==> images/detail.png <==
Region (31, 39) to (56, 64) um. Cells in grey, sequential cells in the stronger grey; small squares are vias.
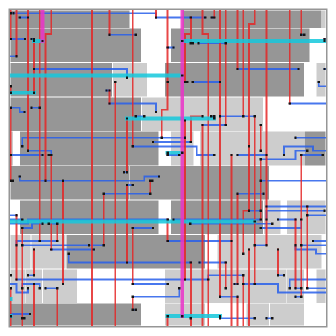
==> images/flops_by_reg.png <==
Drawn at 2 px/um. Other sequential cells in the stronger grey, the rest of the logic in the fainter grey.
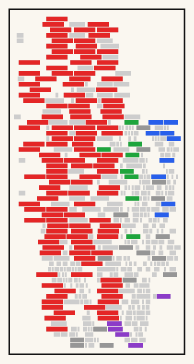
==> config.mk <==
export PLATFORM = sky130hd
export DESIGN_NAME = mfp_uart_tx
export DESIGN_NICKNAME = d
export VERILOG_FILES = /design/src/rtl/mfp_uart_tx_pkg.sv /design/src/rtl/mfp_uart_fifo.sv /design/src/rtl/mfp_uart_tx.sv
export SDC_FILE = /design/constraint.sdc
export NUM_CORES = 1
export LEC_CHECK = 0
export CORE_ASPECT_RATIO = 2
export CORE_UTILIZATION = 48
export CTS_BUF_LIST = sky130_fd_sc_hd__clkbuf_2
export DETAILED_ROUTE_END_ITERATION = 8
export PLACE_DENSITY = 0.77
export SYNTH_ARGS = -nofsm -noshare
export SYNTH_HDL_FRONTEND = slang
export SYNTH_SLANG_ARGS = --single-unit
==> constraint.sdc <==
create_clock -name SI_ClkIn -period 3 [get_ports SI_ClkIn]
set_input_delay 0.6 -clock SI_ClkIn [delete_from_list [all_inputs] [get_ports SI_ClkIn]]
set_output_delay 0.6 -clock SI_ClkIn [all_outputs]
set_load 0.01 [all_outputs]
==> flow_summary.toml <==
# generated from flow reports
[outcome]
status = "complete, no violations"

[drt]
drc = 0
num_vias = 3841
vias_per_cell = 5.58
wl_met3_um = 413
detail_route.wl_per_cell_um = 18.6
wirelength_met1_um = 4420
ant_nets = 0

[yosys]
ys_seq_elements = 166
yosys-top-cells-area = "edfxtp_1 (56%), dfxtp_1 (11%), mux4_2 (9.1%), mux4_1 (5.3%), ha_1 (2.4%)"
logic_family = "multiplexers"
top_cell_area_share_pct = 55.6
syn_area_sq_um = 6920
xor_area_share_pct = 1.90
flop_cell = "edfxtp_1"
synth_seq_share_pct = 66.6
synth-cells-yosys = 432
ys_sh_mux_pct = 14.9
fa_ha_area_share_pct = 2.64
top_area_cell = "edfxtp_1"
postSynthAreaPerCell_sq_um = 16.0
synth_cell_type_count = 52
syn_inst = 432
synth-async-reset-ratio_pct = 0

[worst_hold_path]
min_path_type = "reg2reg"
hold_depth = 1

[grt]
grt_pass1_vias = 4070
grt-busiest-layer = "met2"
antenna_found_initial = 1
grt_start_max_net_pins = 36
grt_util_met1_pct = 18.0
grt_first_pass_wirelength_um = 20400
grt.met3_usage_pct = 4.13
grt_usage_pct = 19.0
use_met2_pct = 36.6

[place]
place.gp.congestion = 0.807
dpl-instance-area_sq_um = 7500
dp_slack_ns = -0.00298
portBuffers = 21

[final_timing]
setup_tns_ns = 0
fin_crit_ns = 2.87
skew_ns = 0.0500
hold_violations = 0
tightestPinTransition_ns = 0.641
setup_viol = 0
final_max_slew_viol_count = 0

[cells_and_area]
fin_area_sq_um = 7760
mostFrequentLayoutCell = "edfxtp_1"
clkbuf_count = 18
fin_cells = 688
n_all_buffers = 55
drive_above_1_share_pct = 21.9
logic_gate_count = 232
lay_top_cells = "edfxtp_1 (128), nor2_1 (41), nand2_1 (35)"
ff_count = 166
area_growth_syn_to_layout_pct = 12.2
logic_area_sq_um = 2160
nFillCells = 1089
antennaDiodeCount = 1
post-route-util_pct = 55.6
num-nets-final = 511
comb-cell-share_pct = 27.8

[setup_path]
r2r_slack_ns = 0.20
crit_chain = "nor4_2 -> buf_4 -> and2_1 -> clkdlybuf4s50_1"
critPathArrivalTime_ns = 2.27
crit_fanout = 5
critPathKind = "reg2out"
reg2reg_depth = 12
slowest_delay_ns = 0.54
critPathBufInv = 2
cp-end-kind = "primary output"
crit_family = "buffers and inverters"
startpoint_type = "flop"

[power_and_ir_drop]
p_comb_share_pct = 28.8
comb-power_mw = 1.56
pg_seq_mw = 2.77
p_int_mw = 3.73
ir_worst_vdd_uv = 338
clkPwrFrac_pct = 20.3
power_leader = "registers"
total_power_mw = 5.43
p_clk_mw = 1.11
p_per_area_nw_per_um2 = 700
p_switching_mw = 1.71
seq_power_share_pct = 50.9
p_leak_nw = 2.56

[clocking]
cts.sinks = 166
root_buffer = "clkbuf_2"
postCtsSetupBuffers = 0
path_clk_slew_ns = 0.28
post_cts_resized = 1
tritoncts = "done"
clk_path_buf_depth = 2
holdBufCountCts = 0
cts.htree.levels = 4
clk_latency_ns = 0.73

[flow_run]
warnings = 30
drv_cap = 0

[floorplanning]
dieHeight_um = 172
io_pins = 22
row_count = 61
die_area_sq_um = 14900
num_tap_cells = 189
initCoreUtil_pct = 49.5
die_w_um = 86.9
-- detail.png (at the start) --
[blue] metal 1
[red] metal 2
[magenta] metal 4
[cyan] metal 3
cells with their middle in the window: 32
sequential cells in the window: 14
most frequent: edfxtp_1 (13), nor2_1 (4), buf_4 (4)

-- flops_by_reg.png (at the start) --
[red] `u_fifo.mem` | sequential cells: 128
[blue] `baud_cnt` | sequential cells: 9
[purple] `u_fifo.count` | sequential cells: 5
[green] `sr` | sequential cells: 8
Seq/total area: 59.4%
register area: 4610 sq um

## cells in the mapped netlist, types with 2 or more instances
cell,instances
buf_1,2
mux2i_1,2
or3_1,2
and3_1,3
nand2_1,35
buf_6,2
dfxtp_1,38
o221ai_1,2
nand3_1,6
nand2b_1,3
mux4_1,14
nor2b_1,4
xor2_1,6
o31ai_1,2
and2_1,4
mux4_2,28
o21ai_1,9
nor3_1,7
o21ai_0,3
inv_1,12
nand4_1,3
xnor2_1,9
edfxtp_1,128
nor2_1,42
a21oi_1,15
ha_1,13
clkbuf_1,13
